m1.png
Cells faint in the background.
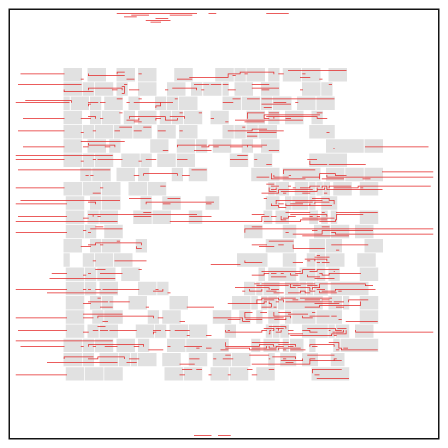
m2.png
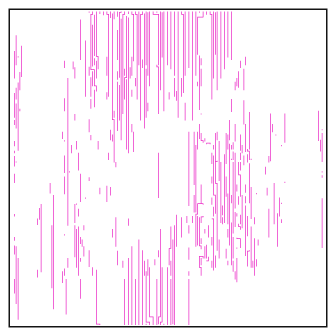
==> config.mk <==
export PLATFORM = sky130hd
export DESIGN_NAME = useq_controller
export DESIGN_NICKNAME = d
export VERILOG_FILES = /design/src/rtl/useq_controller.sv
export SDC_FILE = /design/constraint.sdc
export NUM_CORES = 1
export LEC_CHECK = 0
export CAP_MARGIN = 20
export CORE_MARGIN = 10
export CORE_UTILIZATION = 25
export DETAILED_ROUTE_END_ITERATION = 16
export GPL_TIMING_DRIVEN = 1
export PLACE_DENSITY = 0.87
export SYNTH_ARGS = -nofsm -noshare
export SYNTH_HDL_FRONTEND = slang
export SYNTH_SLANG_ARGS = --single-unit
export TNS_END_PERCENT = 100
==> constraint.sdc <==
create_clock -name clk -period 4.15 [get_ports clk]
set_clock_uncertainty 0.2 [all_clocks]
set_input_delay 0.415 -clock clk [delete_from_list [all_inputs] [get_ports clk]]
set_output_delay 0.415 -clock clk [all_outputs]
set_load 0.02 [all_outputs]
==> job_summary.md <==
### Metrics collected by this job

| Metric | Value |
|---|---|
| Crit path max-delay family | `buffers and inverters` |
| # diodes | `0` |
| DRT Pass-1 Iters | `4` |
| Synthesized cell area | `952 sq um` |
| Area Growth Syn to Fin | `142%` |
| Max-cap viol count | `0` |
| Post-synth EDFFs | `0` |
| Initial antenna violation count | `0` |
| Post-Synthesis Cells | `around 140` |
| Largest net degree at the start of global routing | `28` |
| Worst path cell trace | `clkdlybuf4s50_1 > and3_1 > nor2b_1 > nor3_4 > buf_4 > and2_1 > clkdlybuf4s50_1` |
| WP data required | `between 3000 and 4000 ps` |
| Initial Util | `0.260` |
| Top cells excl fill/tap | `clkdlybuf4s50_1 (129), and2_1 (49), nor2_1 (11)` |
| Cell count of the worst reg-to-reg path | `5` |
| 1st-iter DRT viols | `around 54` |
| Crit-path max cell delay | `610 ps` |
| Most frequent CP cell | `clkdlybuf4s50_1` |
| P_leak | `0.918 nW` |
| Syn Area/Cell | `approximately 7 sq um` |
| Fmax | `between 300 and 400 MHz` |
| Post-DP HPWL | `4.37 mm` |
| Yosys warning count | `0` |
| Max-slew headroom | `0.580` |
| Area of the multi-input gates | `between 700 and 800 sq um` |
| Status | `completed` |
| Hold Path Depth | `2` |
| Clock root cell | `clkbuf_8` |
| Final setup viols | `0` |
| Most frequent logic cell in the layout | `clkdlybuf4s50_1` |
| Ys async rst share | `0` |
Back to the opening pictures, m1.png:
longest straight run: 35.9 um
nets with wire on the layer: 283
main direction: horizontal
wire length on this layer: 1690 um
share of all routed wire: 34%
met1 GRT Util: 0.133
DR vias: 1366
Post-Route WL: 4.91 mm

Back to the opening pictures, m2.png:
wire length on this layer: 2350 um
share of all routed wire: 48%
longest straight run: 38.1 um
met2 usage in global routing: 0.253

layout make-up:
cell class / count / share of cell area
Timing Repair Buffer: 131 / 0.566
Inverter: 3 / 0.00488
Multi-Input combinational cell: 115 / 0.323
Clock buffer: 4 / 0.0195
Tap cell: 48 / 0.0260
Sequential cell: 7 / 0.0607
worst reg2reg max path, delay by kind of cell, from the launching register on:
family	cells	cell delay [ps]
flip-flops	1	410
AND/OR/NAND/NOR	1	110
adder cells (fa/ha/maj)	1	250
XOR/XNOR	1	160
AND-OR/OR-AND	2	370
layer usage:
layer  vias to the layer above  global-route usage
met3                         6              0.0939
met4                         0              0.0459
met2                        84               0.253
met5                         -                   0
li1                        691                   -
met1                       585               0.133
synth_stat cells (2+ instances only):
library cell,count,share of area
and3_1,3,0.020
dfxtp_1,7,0.15
buf_4,4,0.032
clkbuf_1,7,0.028
and2_1,49,0.32
nand3_1,6,0.032
inv_1,3,0.012
a211oi_1,5,0.039
nor2_1,11,0.043
xnor2_1,4,0.037
a311oi_1,2,0.018
nand2_1,10,0.039
a221oi_2,3,0.047
a21o_1,5,0.039
a21oi_1,2,0.011
a22oi_1,2,0.016
power by group:
part	total [mW]	internal, mW	switching [mW]
Sequential	0.0811	0.0735	0.00765
Combinational	0.222	0.130	0.0917
Clock	0.0969	0.0665	0.0304
Total	0.400	0.270	0.130
per-stage QoR:
stage	cells	setup slack, ps	hold WS, ps	area [sq um]
2_1_floorplan	138	1670	356	963
3_3_place_gp	304	887	320	2260
3_5_place_dp	304	869	326	2260
4_1_cts	308	858	332	2310
5_1_grt	308	692	372	2310
6_report	308	899	327	2310
kinds of logic (layout without fill, tap and decap cells):
group	count (synthesis)	after routing	synth area share
AOI/OAI and AO/OA	21	21	0.189
other	1	4	0.00394
DFF	7	7	0.147
muxes	1	1	0.0237
adders and majority gates	1	1	0.0131
buffers and inverters	16	138	0.0880
xor gates and xnor gates	5	5	0.0460
and+or+nand+nor	83	83	0.489
Power figures rest on the tool's default switching activity, not on a simulated workload.
